$ cat config.mk
export PLATFORM = sky130hd
export DESIGN_NAME = pad_gpio_ctrl
export DESIGN_NICKNAME = d
export VERILOG_FILES = /design/src/rtl/pad_gpio_pkg.sv /design/src/rtl/pad_gpio_ctrl_filter.sv /design/src/rtl/pad_gpio_ctrl.sv
export SDC_FILE = /design/constraint.sdc
export NUM_CORES = 1
export LEC_CHECK = 0
export CAP_MARGIN = 5
export CORE_MARGIN = 4
export CORE_UTILIZATION = 50
export CTS_BUF_LIST = sky130_fd_sc_hd__clkbuf_4 sky130_fd_sc_hd__clkbuf_8
export DETAILED_ROUTE_END_ITERATION = 8
export PLACE_DENSITY = 0.83
export SYNTH_ARGS = -nofsm -noshare
export SYNTH_HDL_FRONTEND = slang
export SYNTH_SLANG_ARGS = --single-unit
$ cat constraint.sdc
create_clock -name clk_i -period 3.97 [get_ports clk_i]
set_input_delay 0.794 -clock clk_i [delete_from_list [all_inputs] [get_ports clk_i]]
set_output_delay 0.794 -clock clk_i [all_outputs]
set_load 0.05 [all_outputs]
$ cat src/rtl/pad_gpio_pkg.sv
// Shared types for the GPIO pad controller: sequencer states and the
// per-pad configuration record driven onto the pad cell.
package pad_gpio_pkg;

   typedef enum logic [2:0] {
      ST_IDLE,
      ST_APPLY,
      ST_PRELOAD,
      ST_ENABLE,
      ST_DISABLE,
      ST_PULL
   } state_t;

   typedef struct packed {
      logic oen;
      logic i;
      logic pen;
      logic puen;
   } pad_cfg_t;

   localparam pad_cfg_t PAD_RESET = '{oen: 1'b1, i: 1'b0, pen: 1'b1, puen: 1'b0};

   // Pad cell pull controls are active-low enable and low-means-pull-up.
   function automatic pad_cfg_t make_cfg(input logic oen, input logic drv,
                                         input logic pull_en, input logic pull_up);
      pad_cfg_t c;
      c.oen  = oen;
      c.i    = drv;
      c.pen  = ~pull_en;
      c.puen = ~pull_up;
      return c;
   endfunction

endpackage

$ cat src/rtl/pad_gpio_ctrl_filter.sv
// Per-pad input path: two-flop synchronizer, plus a stability debounce
// when PAD_GPIO_DEBOUNCE_EN is defined (otherwise level = synchronizer out).
module pad_in_filter #(
   parameter int DEB_CYCLES = 4
) (
   input  logic clk_i,
   input  logic rst_ni,
   input  logic raw,
   output logic level
);

   if (DEB_CYCLES < 1 || DEB_CYCLES > 255) begin : g_bad_deb
      $error("pad_in_filter: DEB_CYCLES must be within 1..255");
   end

   logic sync1;
   logic sync2;

   always_ff @(posedge clk_i) begin
      if (!rst_ni) begin
         sync1 <= 1'b0;
         sync2 <= 1'b0;
      end else begin
         sync1 <= raw;
         sync2 <= sync1;
      end
   end

`ifdef PAD_GPIO_DEBOUNCE_EN
   logic [7:0] cnt;
   logic       lvl;

   // Any cycle where the synced value agrees with the output restarts the count.
   always_ff @(posedge clk_i) begin
      if (!rst_ni) begin
         cnt <= '0;
         lvl <= 1'b0;
      end else if (sync2 == lvl) begin
         cnt <= '0;
      end else if (cnt == 8'(DEB_CYCLES - 1)) begin
         cnt <= '0;
         lvl <= sync2;
      end else begin
         cnt <= cnt + 8'd1;
      end
   end

   assign level = lvl;
`else
   assign level = sync2;
`endif

endmodule

$ cat src/rtl/pad_gpio_ctrl.sv
// GPIO pad controller: sequences direction changes break-before-make and
// filters pad readback. Optional debounce via PAD_GPIO_DEBOUNCE_EN.
//
//   state      | meaning
//   IDLE       | ready for a request
//   APPLY      | direction unchanged, all target fields written
//   PRELOAD    | in->out: drive value and pulls set, still tri-stated
//   ENABLE     | in->out: output driver enabled
//   DISABLE    | out->in: output driver released, drive value held
//   PULL       | out->in: pulls and drive value written
module pad_gpio_ctrl
   import pad_gpio_pkg::*;
#(
   parameter  int NUM_PADS   = 8,
   parameter  int DEB_CYCLES = 4,
   localparam int IDX_W      = (NUM_PADS > 1) ? $clog2(NUM_PADS) : 1
) (
   input  logic                clk_i,
   input  logic                rst_ni,
   input  logic                cfg_valid_i,
   output logic                cfg_ready_o,
   input  logic [IDX_W-1:0]    cfg_idx_i,
   input  logic                cfg_dir_out_i,
   input  logic                cfg_out_i,
   input  logic                cfg_pull_en_i,
   input  logic                cfg_pull_up_i,
   output logic [NUM_PADS-1:0] pad_oen_o,
   output logic [NUM_PADS-1:0] pad_i_o,
   output logic [NUM_PADS-1:0] pad_pen_o,
   output logic [NUM_PADS-1:0] pad_puen_o,
   input  logic [NUM_PADS-1:0] pad_o_i,
   output logic [NUM_PADS-1:0] in_val_o,
   output logic [NUM_PADS-1:0] edge_o
);

   if (NUM_PADS < 1 || NUM_PADS > 32) begin : g_bad_pads
      $error("pad_gpio_ctrl: NUM_PADS must be within 1..32");
   end

   state_t              state;
   pad_cfg_t            pads [NUM_PADS];
   logic [IDX_W-1:0]    idx;
   logic                drv;
   logic                pull_en;
   logic                pull_up;
   logic [NUM_PADS-1:0] hit_new;
   logic [NUM_PADS-1:0] hit_req;
   logic                cur_oen;
   logic                flip;
   logic [NUM_PADS-1:0] val_d;
   logic [NUM_PADS-1:0] edge_q;

   // An all-zero hit_new means the index is past the last pad.
   always_comb begin
      hit_new = '0;
      hit_req = '0;
      for (int p = 0; p < NUM_PADS; p++) begin
         hit_new[p] = (cfg_idx_i == IDX_W'(p));
         hit_req[p] = (idx == IDX_W'(p));
      end
   end

   assign cur_oen     = |(hit_new & pad_oen_o);
   assign flip        = (cfg_dir_out_i == cur_oen);
   assign cfg_ready_o = (state == ST_IDLE);

   always_ff @(posedge clk_i) begin
      if (!rst_ni) begin
         state   <= ST_IDLE;
         idx     <= '0;
         drv     <= 1'b0;
         pull_en <= 1'b0;
         pull_up <= 1'b0;
         for (int p = 0; p < NUM_PADS; p++) pads[p] <= PAD_RESET;
      end else begin
         case (state)
            ST_IDLE: begin
               if (cfg_valid_i && |hit_new) begin
                  idx     <= cfg_idx_i;
                  drv     <= cfg_out_i;
                  pull_en <= cfg_pull_en_i;
                  pull_up <= cfg_pull_up_i;
                  for (int p = 0; p < NUM_PADS; p++) begin
                     if (hit_new[p]) begin
                        if (!flip)
                           pads[p] <= make_cfg(~cfg_dir_out_i, cfg_out_i, cfg_pull_en_i, cfg_pull_up_i);
                        else if (cfg_dir_out_i)
                           pads[p] <= make_cfg(1'b1, cfg_out_i, cfg_pull_en_i, cfg_pull_up_i);
                        else
                           pads[p].oen <= 1'b1;
                     end
                  end
                  state <= !flip ? ST_APPLY : (cfg_dir_out_i ? ST_PRELOAD : ST_DISABLE);
               end
            end
            ST_PRELOAD: begin
               for (int p = 0; p < NUM_PADS; p++)
                  if (hit_req[p]) pads[p].oen <= 1'b0;
               state <= ST_ENABLE;
            end
            ST_DISABLE: begin
               for (int p = 0; p < NUM_PADS; p++)
                  if (hit_req[p]) pads[p] <= make_cfg(1'b1, drv, pull_en, pull_up);
               state <= ST_PULL;
            end
            default: state <= ST_IDLE;
         endcase
      end
   end

   for (genvar p = 0; p < NUM_PADS; p++) begin : g_pad
      assign pad_oen_o[p]  = pads[p].oen;
      assign pad_i_o[p]    = pads[p].i;
      assign pad_pen_o[p]  = pads[p].pen;
      assign pad_puen_o[p] = pads[p].puen;

      pad_in_filter #(.DEB_CYCLES(DEB_CYCLES)) u_filter (
         .clk_i (clk_i),
         .rst_ni(rst_ni),
         .raw   (pad_o_i[p]),
         .level (in_val_o[p])
      );
   end

   // Edges are reported one cycle after the level moves, masked for driven pads.
   always_ff @(posedge clk_i) begin
      if (!rst_ni) begin
         val_d  <= '0;
         edge_q <= '0;
      end else begin
         val_d  <= in_val_o;
         edge_q <= (in_val_o ^ val_d) & pad_oen_o;
      end
   end

   assign edge_o = edge_q;

endmodule
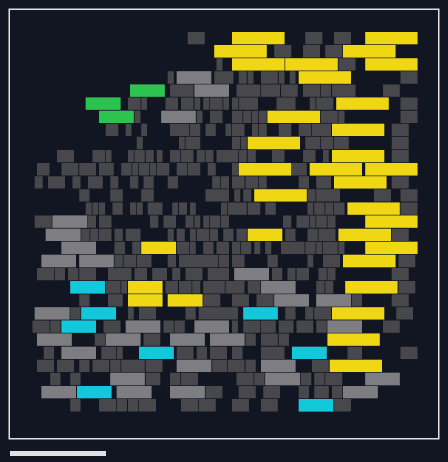
*Sequential cells grouped by signal name, run 1*
Bar = 20 um. Other sequential cells in the stronger grey, the rest of the logic in the fainter grey.
yellow -> `pads`  # placed flops 32
cyan -> `g_pad.u_filter.level`  # placed flops 8
green -> `idx`  # placed flops 3

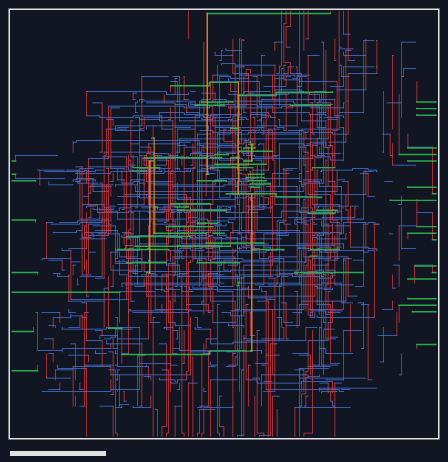
*Routed metal, one colour a layer, run 1*
Bar = 20 um.
green -> met3  # wire length 522 um
blue -> met1  # wire length 3,170 um
red -> met2  # wire length 3,950 um
orange -> met4  # wire length 135 um
all-layer global routing usage: 21.3%
drt total wl: 7.77 mm

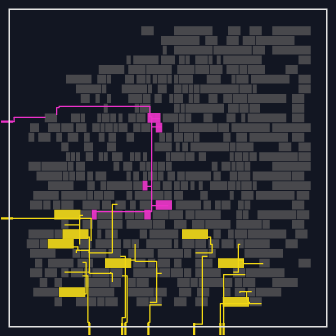
*Nets reached from selected ports, run 1*
magenta -> `cfg_dir_out_i`  # direction input, edge left, end cells 7, buffers 1, wire 97.7 um
yellow -> `in_val_o`  # direction output, edge 7 bottom, 1 left, end cells 8, buffers 8, wire 292 um
PortBufs: 66
I/O pin cnt: 67

==> reports/results.txt, run 1 <==
Status = finished clean
CTS tree = built
Top cells, area = dfxtp_1, edfxtp_1, and2_1, nand2_1, o211ai_1
Layout cells sized above 1 = 9.35%
WHS Path Cells = 1
Met2 routed WL = 3.95 mm
Netlist Area Pre-Place = 3260 um^2
Startpoint type of the worst setup path = primary input
Cell Chain, Critical Path = clkdlybuf4s50_1, mux4_2, mux2_2, inv_1, ha_1, or3_1, nand2_1, or3_4, and3_1, o22ai_1
Synth Register Bits = 73
Main synth FF type = dfxtp_1
Post-layout util = 64.9%
Remaining antenna violation count after routing = 0
Total gr overflow = 0
Final HPWL DP = 5.77 mm
CTS root buffer = clkbuf_8
Die height = 88.8 um
CTS Sinks = 73
Wire length on met3 = 521 um
CTS resizes = 0
Clk ins delay skew pair = 0.36 ns
Cts hold-fix bufs = 0
Seq/Total Area, Yosys = 53.0%
Hold Crit Start = g_pad[2].u_filter.sync1
Worst setup margin = 0.283 ns
Cell Type Count = 48
Worst Path Required = 4.05 ns
Non-filler cells in the finished layout = 462
Yosys top cell by area = dfxtp_1
Fin. max-slew vios = 0
Top Metal Used = met4
Fin. Hold Viols = 0
Vias per cell = 5.71
Cell Int Power = 1160 uW
Initial DRC count = 299
Drt drc = 0
Floorplan Nets = 342
Die Size = 7890 um^2
Flop pwr share = 49.8%
Switch Pwr = 528 uW
RSZ-0062 raised after global routing = false
Slew HR = 60.9%
Crit path kind = primary input to register
Vias = 2,640
Crit end category = register
Most numerous logic cells after layout = clkdlybuf4s50_1, dfxtp_1, nand2_1
Vias in the first global route = 2,494
Worst reg2reg path depth = 9
Inserted Clock Buffers = 9
Top cell excl fill/tap = clkdlybuf4s50_1
Final setup violating endpoints = 0
Synthesized instance count = 322
Clock transition at path regs = 0.09 ns
R2R Path Start = pads[0][7]
Setup TNS = 0 ns
H-tree Lvls = 3
Post-CTS Setup Repair Bufs = 0
OpenROAD warnings = 27
Max VDD drop = 0.306 mV
Leakage = 0.00158 uW
Clk pwr share = 33.1%
Placer Congestion = 0.985
Synth warn = 0
Comb pwr share = 17.2%
Slew @ Worst Pin = 0.578 ns
Pwr/cell area = 411 nW/um^2
Ys async rst share = 0%
Min-Delay Path Class = register to register
Worst Skew = 0.0137 ns
Arrival time at the worst endpoint = 3.77 ns
Number of diodes = 0
-- run 1: area by class of cell --
type	instances	area [um^2]
timing repair buffer	75	723
sequential	73	1730
clock buffer	9	124
clock inverter	7	63.8
fill	507	2230
inverter	6	22.5
multi-input combinational	215	1360
tap	77	96.3
-- run 1: state kept, by name, summed over array words and instances (netlist names) --
register / count
edge_o: 8
state: 3
pads: 32
pull_up: 1
val_d: 8
drv: 1
g_pad.u_filter.level: 8
idx: 3
g_pad.u_filter.sync1: 8
pull_en: 1
-- run 1: stage by stage --
stage	hold WS, ns	area [um^2]
floorplan	0.412	3260
global placement	0.414	3930
detailed placement	0.420	3930
CTS	0.437	4120
global route	0.464	4120
finish	0.434	4120
-- run 1: worst max path at each step --
stage / from / to / slack [ns]
CTS: cfg_idx_i[1] / pads[0][0] / 0.33
global route: cfg_idx_i[1] / pads[0][0] / 0.21
detailed placement: cfg_idx_i[1] / pads[0][0] / -0.03
finish: cfg_idx_i[1] / pads[0][0] / 0.28
floorplan: cfg_idx_i[1] / pads[0][2] / 0.50
global placement: cfg_idx_i[1] / pads[0][0] / 0.09
-- run 1: power by group through the flow --
stage               Clock [uW]  Combinational (uW)  Sequential (uW)
finish                     560                 290              842
global route               603                 310              848
CTS                        569                 290              842
detailed placement           0                 289              859
global placement             0                 284              857
floorplan                    0                 134              914
-- run 1: critical path: cells and delay by family --
kind                       cells  cell delay [ns]
and+or+nand+nor                4             1.08
AOI/OAI and AO/OA              1             0.17
buffers and inverters          2             0.66
muxes                          2             0.83
adders and majority gates      1             0.23
-- run 1: kinds of logic after synthesis --
group,after synthesis,synth area share [%]
simple gates,132,21.5
fa+ha+maj,2,0.766
mux,12,4.64
flops,73,53.0
compound gates,60,12.2
buf+inv,34,5.37
xor+xnor,9,2.41
-- run 1: synthesized netlist by cell type (2+ instances only) --
| master | count |
|---|---|
| buf_2 | 2 |
| mux4_2 | 2 |
| buf_1 | 2 |
| a21boi_0 | 6 |
| buf_4 | 8 |
| nor2_1 | 14 |
| o311ai_0 | 2 |
| clkbuf_1 | 14 |
| nand2b_1 | 6 |
| buf_6 | 2 |
| nor3_1 | 6 |
| xnor2_1 | 2 |
| mux2i_1 | 5 |
| and2_1 | 29 |
| o21ai_0 | 15 |
| inv_1 | 6 |
| ha_1 | 2 |
| a211oi_1 | 3 |
| nand2_1 | 34 |
| nor4b_1 | 2 |
| o22ai_1 | 4 |
| a21oi_1 | 8 |
| and3_1 | 10 |
| mux2_2 | 5 |
| nand3b_1 | 2 |
| nand4_1 | 5 |
| dfxtp_1 | 46 |
| xor2_1 | 7 |
| nor4bb_1 | 2 |
| o211ai_1 | 11 |
| edfxtp_1 | 27 |
| nand3_1 | 15 |
| a22oi_1 | 3 |
-- run 1: metal layers --
layer	track usage, %	up-vias
met2	36.9	130
met5	0	-
li1	-	1258
met1	25.7	1237
met3	5.59	15
met4	6.87	0
### Drive-strength map, run 1

Bar = 20 um.
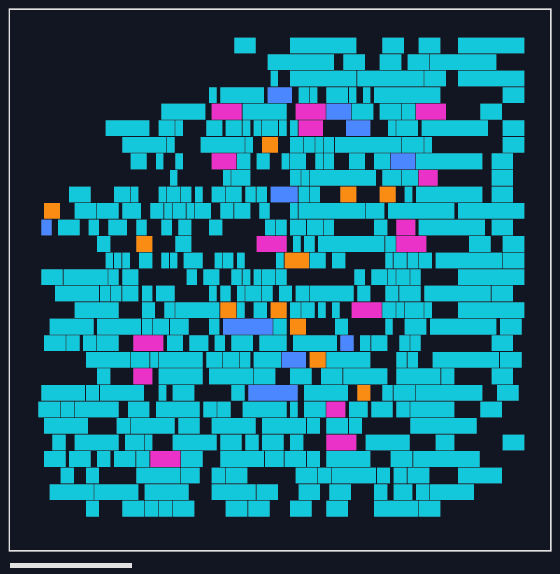

==> run 2: changes to the inputs <==
CORE_ASPECT_RATIO = 0.7   (was unset)
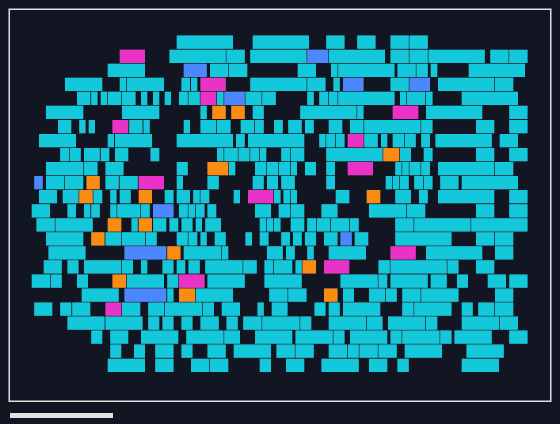
*Drive-strength map, run 2*
Bar = 20 um.
blue -> drive 2  # cells 10, share 2.6%
cyan -> drive 1 or less  # cells 349, share 90%
magenta -> drive 6 and up  # cells 13, share 3.4%
orange -> drive 3 to 4  # cells 16, share 4.1%

==> run 2 against run 1 <==
  * Routed wire length rose by 4.6%
  * Clock skew fell by 0.0073 ns
  * First-iteration DRC count fell by 3.0%
  * Critical path depth did not move
  * Clock power fell by 3.7%
==> reports/results.txt, run 2 <==
CTS Sinks = 73
Met2 Usage GRT = 33.8%
Top cells by count = dfxtp_1, nand2_1, and2_1
H-tree Lvls = 3
Status = finished clean
All-layer global routing usage = 22.0%
Setup TNS = 0 ns
Post-layout util = 65.9%
Critical Path End = pads[0][0]
Most frequent cell after synthesis = dfxtp_1
Worst Skew = 0.00639 ns
Remaining antenna violation count after routing = 0
Crit path kind = primary input to register
CTS resizes = 0
Non-filler cells in the finished layout = 466
Arrival time at the worst endpoint = 3.75 ns
Cell Type Count = 48
Worst Path Required = 4.05 ns
Die Size = 7910 um^2
Simple-Gate Area Share = 21.5%
Yosys adder share = 0.767%
Fin. max-slew vios = 0
Slew @ Worst Pin = 0.725 ns
Drt drc = 0
Drt total wl = 8.13 mm
Floorplan Nets = 342
I/O pin cnt = 67
Slew HR = 51.0%
Seq/Total Area, Yosys = 53.0%
Final setup violating endpoints = 0
CTS root buffer = clkbuf_8
Total gr overflow = 0
Number of diodes = 0
Met3 Use GR = 6.77%
Final HPWL DP = 6.22 mm
Inserted Clock Buffers = 9
Fin. Hold Viols = 0
Top cells, area = dfxtp_1, edfxtp_1, and2_1, nand2_1, o211ai_1
Synth warn = 0
Crit end category = register
AO/OA Area Share = 12.2%
CTS tree = built
Clk ins delay skew pair = 0.35 ns
Min-Delay Path Class = register to register
Max VDD drop = 0.210 mV
FILL cells = 543
Placer Congestion = 0.962
Vias in the first global route = 2,488
## run 2: netlist changes by cell type in the layout (fill, tap and decap cells not counted), sizes merged
cell	before	now
buf	10	13
clkinv	0	2
clkinvlp	0	1
inv	13	10
## run 2: logic make-up after synthesis
group,after synthesis
flip-flops,73
multiplexers,12
XOR/XNOR,9
adder cells (fa/ha/maj),2
buffers and inverters,34
AND/OR/NAND/NOR,132
AND-OR/OR-AND,60
## run 2: where the power goes
part	total, uW	switching [uW]	internal, uW	leakage [uW]
combinational	293	185	108	0.000863
clock	539	302	237	0.0000912
sequential	845	31.4	813	0.000629
## run 2: how the worst min path moves through the flow
| stage | depth (start not counted) | to | start |
|---|---|---|---|
| CTS | 1 | g_pad[1].u_filter.level | g_pad[1].u_filter.sync1 |
| detailed placement | 1 | g_pad[2].u_filter.level | g_pad[2].u_filter.sync1 |
| global route | 1 | g_pad[1].u_filter.level | g_pad[1].u_filter.sync1 |
| floorplan | 1 | g_pad[0].u_filter.level | g_pad[0].u_filter.sync1 |
| global placement | 1 | g_pad[4].u_filter.level | g_pad[4].u_filter.sync1 |
| finish | 1 | g_pad[2].u_filter.level | g_pad[2].u_filter.sync1 |
## run 2: per-stage QoR
| stage | cell area, um^2 | hold WS [ns] |
|---|---|---|
| 2_1_floorplan | 3260 | 0.412 |
| 5_1_grt | 4140 | 0.455 |
| 3_5_place_dp | 3960 | 0.418 |
| 6_report | 4140 | 0.437 |
| 4_1_cts | 4140 | 0.437 |
| 3_3_place_gp | 3960 | 0.414 |
## run 2: worst max-delay path, cell delays in order
cell and delay [ns]:
clkdlybuf4s50_1 0.59, mux4_2 0.54, mux2_2 0.29, inv_1 0.06, ha_1 0.23, or3_1 0.40
nand2_1 0.11, or3_4 0.15, and3_1 0.42, o22ai_1 0.16
## run 2: layout make-up
cell class,instances,area (um^2),area share (%)
multi-input combinational,215,1360,32.8
timing repair buffer,78,746,18.0
tap,78,97.6,2.36
sequential,73,1730,41.8
inverter,6,22.5,0.544
clock inverter,7,60.1,1.45
clock buffer,9,124,2.99
## run 2: metal layers
metal  part of all wire, %  routed length [um]
met1                    45                3700
met2                    44                3610
met3                   9.0                 734
met4                   1.1                  91
met5                     0                   0
==> run 3: changes to the inputs <==
SKIP_CTS_REPAIR_TIMING = 1   (was unset)
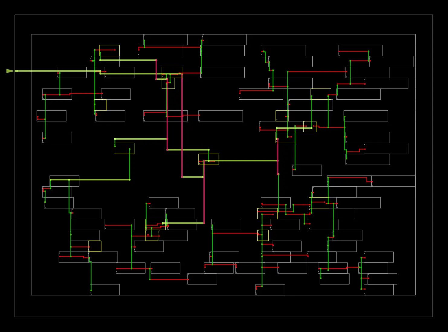
*Clock nets, run 3*
clk pwr: 539 uW
Inserted Clock Buffers: 9
num sequential: 73
CTS Sinks: 73

==> run 3 against run 2 <==
  * Worst setup slack unchanged
  * Combinational power about the same
  * Non-clock buffer count unchanged
  * Global-route usage unchanged
  * Sequential share of layout area unchanged
  * Final cell count unchanged
  * First-iteration DRC count unchanged
  * Sequential cell count unchanged
  * Worst hold slack unchanged
  * Area after synthesis unchanged
  * Total power unchanged
  * Routed wire length unchanged
  * Critical endpoint unchanged
  * Largest cell class unchanged
  * Largest power group unchanged
  * Highest routed layer unchanged
==> reports/results.txt, run 3 <==
Top cells by count = dfxtp_1, nand2_1, and2_1
Remaining antenna violation count after routing = 0
Startpoint type of the worst setup path = primary input
Final setup violating endpoints = 0
Min-Delay Path Class = register to register
OpenROAD warnings = 27
Top cell excl fill/tap = clkdlybuf4s50_1
Status = finished clean
WL per Instance = 17.5 um
P&R area growth vs syn = 26.8%
Switch Pwr = 518 uW
Critical path buffers and inverters = 2
Synth Register Bits = 73
Mean Syn Cell Area = 10.1 um^2
Most frequent cell after synthesis = dfxtp_1
Synthesized instance count = 322
Yosys top cell by area = dfxtp_1
Worst Hold Slack = 0.437 ns
Final HPWL DP = 6.22 mm
Flop pwr share = 50.4%
Clock transition at path regs = 0.08 ns
Synth warn = 0
Pwr/cell area = 405 nW/um^2
Max-cap violation count = 0
Maximum clock rate = 272 MHz
Die height = 75.6 um
RSZ-0062 raised after global routing = false
Netlist Area Pre-Place = 3260 um^2
Slew HR = 51.0%
H-tree Lvls = 3
Slew @ Worst Pin = 0.725 ns
Max Root-Sink Buffers = 2
CTS root buffer = clkbuf_8
Top area contributor share = 28.2%
Drt total wl = 8.13 mm
Layout cells sized above 1 = 10.1%
Vias per cell = 5.79
Critical path's largest stage delay = 0.59 ns
Fin. max-slew vios = 0
CTS tree = built
Max VDD drop = 0.210 mV
Arrival time at the worst endpoint = 3.75 ns
Floorplan Nets = 342
Initial DRC count = 290
Slowest cell on crit path = clkdlybuf4s50_1
Die Size = 7910 um^2
Comb pwr share = 17.5%
Most numerous logic cells after layout = clkdlybuf4s50_1, dfxtp_1, nand2_1
Cell Int Power = 1160 uW
Crit path max-delay family = simple AND/OR/NAND/NOR gates
Ys async rst share = 0%
Total gr overflow = 0
Top cells, area = dfxtp_1, edfxtp_1, and2_1, nand2_1, o211ai_1
Vias = 2,697
Clk ins delay skew pair = 0.35 ns
PortBufs = 66
Post-route minimum period = 3.67 ns
Sw Share = 30.9%
Worst Path Max Fanout = 10
Top reg by flops = pads
Cell Type Count = 48
Worst Path Required = 4.05 ns
Vias in the first global route = 2,488
Placer Congestion = 0.962
First-pass GRT wire length = 13.3 mm
Drt drc = 0
Number of diodes = 0
Max reg flops = 32
Main synth FF type = dfxtp_1
Seq/Total Area, Yosys = 53.0%
Core area = 6280 um^2
Cell Chain, Critical Path = clkdlybuf4s50_1, mux4_2, mux2_2, inv_1, ha_1, or3_1, nand2_1, or3_4, and3_1, o22ai_1
Leakage = 0.00158 uW
I/O pin cnt = 67
Crit path kind = primary input to register
Worst Skew = 0.00639 ns
Initial antenna violation count = 0
Fin. Hold Viols = 0
Clk pwr share = 32.1%
All-layer global routing usage = 22.0%
Crit end category = register
==> run 3: layout make-up <==
type	instances	area [um^2]
Multi-Input combinational cell	215	1360
Fill cell	543	2140
Clock inverter	7	60.1
Inverter	6	22.5
Timing Repair Buffer	78	746
Clock buffer	9	124
Tap cell	78	97.6
Sequential cell	73	1730
==> run 3: cell families (layout without fill, tap and decap cells) <==
group | Yosys count | after routing | share of synthesized area (%)
xor gates and xnor gates | 9 | 9 | 2.41
adders and majority gates | 2 | 2 | 0.766
and+or+nand+nor | 132 | 132 | 21.5
buffers and inverters | 34 | 100 | 5.37
DFF | 73 | 73 | 53.0
muxes | 12 | 12 | 4.64
AOI/OAI and AO/OA | 60 | 60 | 12.2
==> run 3: through the flow <==
stage	TNS, ns	util, %	setup WS (ns)	instances	area [um^2]
floorplan	0	-	0.498	322	3260
global placement	0	63.0	0.0962	450	3960
detailed placement	-0.0663	63.0	-0.0330	450	3960
CTS	0	65.9	0.342	466	4140
global route	0	65.9	0.144	466	4140
finish	0	65.9	0.299	466	4140
==> run 3: worst register-to-register path, delay by kind of cell, from the launching register on <==
kind                       cells  cell delay [ns]
DFF                            1             0.50
muxes                          2             0.79
AOI/OAI and AO/OA              1             0.16
adders and majority gates      1             0.23
buffers and inverters          1             0.06
and+or+nand+nor                4             1.08
==> run 3: worst paths after layout <==
kind                           start                      end  slack, ns  cells after the start
max                     cfg_idx_i[1]               pads[0][0]       0.30                     10
min          g_pad[2].u_filter.sync1  g_pad[2].u_filter.level       0.44                      1
min reg2reg  g_pad[2].u_filter.sync1  g_pad[2].u_filter.level       0.44                      1
max reg2reg              pads[0][11]               pads[0][0]       0.88                      9
==> run 3: routing by layer <==
layer | vias up | GRT usage (%) | wire (um)
met5 | - | 0 | 0
met4 | 0 | 6.40 | 91
met3 | 14 | 6.77 | 734
met2 | 124 | 33.8 | 3610
met1 | 1294 | 30.7 | 3700
li1 | 1265 | - | -
==> run 3: power by group through the flow <==
stage               Sequential (uW)  Clock, uW  Combinational (uW)
floorplan                       914          0                 134
global placement                860          0                 287
detailed placement              862          0                 291
CTS                             844        551                 293
global route                    850        590                 313
finish                          845        539                 293
Power figures rest on the tool's default switching activity, not on a simulated workload.
